`config.mk`:
```
export PLATFORM = sky130hd
export DESIGN_NAME = if_stage
export DESIGN_NICKNAME = d
export VERILOG_FILES = /design/src/rtl/if_stage.sv
export SDC_FILE = /design/constraint.sdc
export NUM_CORES = 1
export LEC_CHECK = 0
export ABC_CLOCK_PERIOD_IN_PS = 3400
export CAP_MARGIN = 20
export CORE_MARGIN = 3
export CORE_UTILIZATION = 30
export DETAILED_ROUTE_END_ITERATION = 16
export GPL_ROUTABILITY_DRIVEN = 1
export SYNTH_ARGS = -nofsm -noshare
export SYNTH_HDL_FRONTEND = slang
export SYNTH_SLANG_ARGS = --single-unit
```
`constraint.sdc`:
```
create_clock -name clk -period 3.4 [get_ports clk]
set_clock_uncertainty 0.15 [all_clocks]
set_input_delay 0.85 -clock clk [delete_from_list [all_inputs] [get_ports clk]]
set_output_delay 0.85 -clock clk [all_outputs]
set_load 0.02 [all_outputs]
```
`src/rtl/if_stage.sv`:
```
// RV64I instruction fetch: owns the PC, keeps one fetch outstanding on imem,
// and fills the IF/ID register; a one-entry skid holds a response caught by stall.
module if_stage #(
    parameter logic [63:0] RESET_PC  = 64'h0,
    parameter logic [31:0] NOP_INSTR = 32'h0000_0013
) (
    input  logic        clk,
    input  logic        rst,
    input  logic        stall,
    input  logic        redirect_valid,
    input  logic [63:0] redirect_pc,
    output logic        imem_req,
    output logic [63:0] imem_addr,
    input  logic        imem_gnt,
    input  logic        imem_rvalid,
    input  logic [31:0] imem_rdata,
    output logic        if_id_valid,
    output logic [63:0] if_id_pc,
    output logic [31:0] if_id_instr
);

    typedef enum logic [1:0] {
        IDLE,
        WAIT,
        KILL
    } state_e;

    state_e      state_q;
    state_e      state_d;
    logic [63:0] pc_q;
    logic [63:0] req_pc_q;
    logic        skid_valid;
    logic [63:0] skid_pc;
    logic [31:0] skid_instr;

    logic        grant;
    logic        resp_live;
    logic        resp_ok;
    logic        sel_flush;
    logic        sel_hold;
    logic        sel_skid;
    logic        sel_resp;

    assign imem_req  = !rst && !stall && !redirect_valid && !skid_valid &&
                       (state_q == IDLE || imem_rvalid);
    assign imem_addr = pc_q;
    assign grant     = imem_req && imem_gnt;

    // A response closes any outstanding fetch; only a WAIT one carries data.
    assign resp_live = imem_rvalid && (state_q != IDLE);
    assign resp_ok   = imem_rvalid && (state_q == WAIT) && !redirect_valid;

    assign sel_flush = redirect_valid;
    assign sel_hold  = !redirect_valid && stall;
    assign sel_skid  = !redirect_valid && !stall && skid_valid;
    assign sel_resp  = !redirect_valid && !stall && !skid_valid && resp_ok;

    always_comb begin
        state_d = state_q;
        if (redirect_valid) begin
            if (resp_live) begin
                state_d = IDLE;
            end else if (state_q == WAIT) begin
                state_d = KILL;
            end
        end else if (state_q == IDLE || imem_rvalid) begin
            state_d = grant ? WAIT : IDLE;
        end
    end

    always_ff @(posedge clk) begin
        if (rst) begin
            state_q  <= IDLE;
            pc_q     <= RESET_PC;
            req_pc_q <= '0;
        end else begin
            state_q <= state_d;
            if (redirect_valid) begin
                pc_q <= redirect_pc & ~64'd3;
            end else if (grant) begin
                pc_q     <= pc_q + 64'd4;
                req_pc_q <= pc_q;
            end
        end
    end

    always_ff @(posedge clk) begin
        if (rst) begin
            skid_valid <= 1'b0;
            skid_pc    <= '0;
            skid_instr <= NOP_INSTR;
        end else if (redirect_valid) begin
            skid_valid <= 1'b0;
        end else if (stall) begin
            if (resp_ok) begin
                skid_valid <= 1'b1;
                skid_pc    <= req_pc_q;
                skid_instr <= imem_rdata;
            end
        end else begin
            skid_valid <= 1'b0;
        end
    end

    always_ff @(posedge clk) begin
        if (rst) begin
            if_id_valid <= 1'b0;
            if_id_pc    <= '0;
            if_id_instr <= NOP_INSTR;
        end else begin
            unique case (1'b1)
                sel_flush: begin
                    if_id_valid <= 1'b0;
                    if_id_instr <= NOP_INSTR;
                end
                sel_hold: ;
                sel_skid: begin
                    if_id_valid <= 1'b1;
                    if_id_pc    <= skid_pc;
                    if_id_instr <= skid_instr;
                end
                sel_resp: begin
                    if_id_valid <= 1'b1;
                    if_id_pc    <= req_pc_q;
                    if_id_instr <= imem_rdata;
                end
                default: begin
                    if_id_valid <= 1'b0;
                    if_id_instr <= NOP_INSTR;
                end
            endcase
        end
    end

endmodule

```
==> impl_metrics.csv <==
group,metric,value,unit
status,status,"finished, final reports clean",
synthesis,synth_top_cell_by_area,"dfxtp_1",
critical_path,cpMostUsedCell,"clkdlybuf4s50_1",
finish,syn_to_final_growth,35.21,%
synthesis,top_cell_area_share,0.4980,
clock_network,cts_tree,"done",
critical_path,path_cells,"clkdlybuf4s50_1 > o21bai_1 > and3_1 > clkdlybuf4s50_1",
synthesis,edf_count,0,
sta,setup-violations-final,0,
finish,fin_util,0.4160,
sta,holdWs,301.9,ps
global_routing,grt_max_degree,217,
clock_network,cts-root-buf,"clkbuf_16",
worst_hold_path,hold_start,"if_id_pc[16]",
finish,n_fill_cell,4202,
global_routing,antenna_found_initial,6,
critical_path,critPathLaunch,"imem_rvalid",
finish,num-nets-final,1907,
clock_network,htree_levels,2,
critical_path,cp_data_arrival_time,2270,ps
floorplanning,rows,74,
detailed_routing,drtPass1Iterations,7,
synthesis,top_cells_by_count,"441 x nand2_1, 316 x dfxtp_1, 261 x a21oi_1",
global_routing,grt_pass1_vias,11905,
power,powerDensity,489.0,mW/mm^2
floorplanning,boundaryPins,264,
finish,drive_above_1_share,0.06936,
critical_path,path_max_fanout,2,
critical_path,critical_path.max_stage_delay,630,ps
sta,slew_viol_final,0,
clock_network,post_cts_buffers,0,
place,port-buffer-count,257,
critical_path,cp.required,2400,ps
synthesis,synth_seq_share,0.4980,
critical_path,path_class,"primary input to primary output",
power,fin_total_pwr,8.399,mW
clock_network,max-clock-path-buffers,3,
critical_path,crit_path_start_kind,"primary input",
synthesis,yosysMostFrequentCell,"nand2_1",
synthesis,ys_types,63,
critical_path,cp_num_cells,4,
synthesis,topCellsByArea,"dfxtp_1 50%, nand2_1 13%, a21oi_1 10%",
synthesis,ys_async_sr_fraction,0,
synthesis,synth_area,0.01270,sq mm
clock_network,cts_resized,0,
clock_network,cts_hold_buf,0,
synthesis,flop_cell,"dfxtp_1",
clock_network,cts_buffers,37,
critical_path,crit_buf_inv,2,
[report_power, final]
part	internal [mW]	switching, mW
clock	2.43	1.58
sequential	3.76	0.0882
combinational	0.253	0.299
[kinds of logic (layout without fill, tap and decap cells)]
kind of cell               count (synthesis)  in the layout  synth area share
other                                      1              6         0.0002952
DFF                                      316            316            0.4980
and+or+nand+nor                          665            665            0.2304
AOI/OAI and AO/OA                        444            444            0.2151
xor gates and xnor gates                  16             16           0.01103
buffers and inverters                    134            381           0.04097
muxes                                      4              4          0.003250
adders and majority gates                  1              1         0.0009848
[worst paths after layout]
| kind | endpoint | slack (ps) |
|---|---|---|
| max | imem_req | 130 |
| min | if_id_pc[16] | 300 |
| max reg2reg | imem_addr[59] | 560 |
| min reg2reg | if_id_pc[16] | 300 |
[registers in the layout, summed over array words and instances (netlist names)]
register	count
req_pc_q	62
if_id_instr	32
skid_instr	32
skid_pc	62
skid_valid	1
imem_addr	62
if_id_pc	62
state_q	2
if_id_valid	1
[layer usage]
| layer | vias up | global-route usage | share of wire |
|---|---|---|---|
| li1 | 6005 | - | - |
| met1 | 5990 | 0.2521 | 0.44 |
| met2 | 411 | 0.2996 | 0.45 |
| met3 | 69 | 0.06254 | 0.088 |
| met4 | 8 | 0.06212 | 0.023 |
| met5 | - | 0 | 0.0013 |
[layout by cell type (no fill, tap or decap), drive strengths merged, types with 4 or more instances in the layout]
cell type / count
nand4: 25
a21oi: 261
nor2: 75
clkdlybuf4s50: 255
a211oi: 8
o31a: 4
nor4: 12
and3: 12
and4: 10
buf: 50
clkinv: 6
inv: 11
nand3: 27
conb: 4
dfxtp: 316
and2: 6
o21ai: 20
a22oi: 67
or3: 11
a221oi: 5
a222oi: 29
xor2: 8
o311ai: 4
a31oi: 16
a2bb2oi: 6
nand2: 441
o211ai: 7
nand2b: 4
nor3: 24
clkbuf: 56
xnor2: 8
[worst min-delay path: stages (launching register included)]
cell and delay, ps:
dfxtp_1 300, nand2_1 50, a21oi_1 50
[cell type report]
type	count	area, sq um	area share
Tap cell	532	665.6	0.03875
Antenna cell	2	5.005	0.0002914
Inverter	10	37.54	0.002185
Timing Repair Buffer	305	3012	0.1753
Clock buffer	56	1120	0.06519
Multi-Input combinational cell	1134	5901	0.3435
Sequential cell	316	6326	0.3683
Clock inverter	10	110.1	0.006410
[through the flow]
| step | area, sq um | std cells | worst slack (ps) | TNS [ps] |
|---|---|---|---|---|
| after floorplan | 12710 | 1584 | 573.4 | 0 |
| after global placement | 15930 | 2296 | -22.94 | -38.70 |
| after detailed placement | 15940 | 2297 | 124.9 | 0 |
| after CTS | 17170 | 2363 | 112.4 | 0 |
| after global routing | 17170 | 2364 | 51.67 | 0 |
| final | 17180 | 2365 | 125.6 | 0 |
==> images/wires.png <==
Scale bar: 50 um.
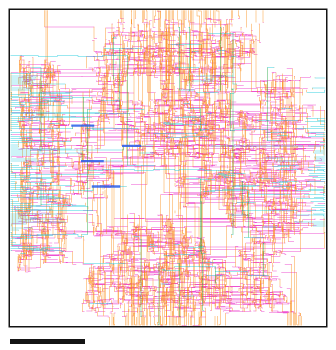
legend:
  metal 2:
    colour: orange
    wire_length: 20.2 mm
  metal 1:
    colour: magenta
    wire_length: 19400 um
  metal 5:
    colour: blue
    wire_length: 56.1 um
  metal 3:
    colour: cyan
    wire_length: 3930 um
  metal 4:
    colour: green
    wire_length: 1010 um
DRT Wirelength: 44.59 mm
vias: 12483
Routed WL per cell: 18.86 um
total track usage: 0.1920

==> images/metal_density.png <==
Scale bar: 50 um. 21 x 21 tiles, from dark blue (low) to red (high), scaled to the fullest tile. Values are wire area over tile area, all layers added.
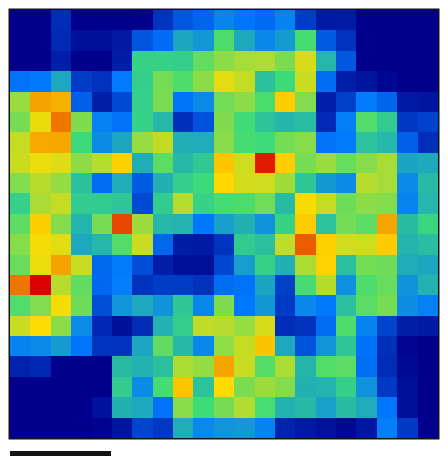
tiles over half the peak: 34%
mean over tiles: 0.17
fullest tile: 0.45
nearly empty tiles: 12%

No activity file was given, so power comes from the tool's default toggle rates.
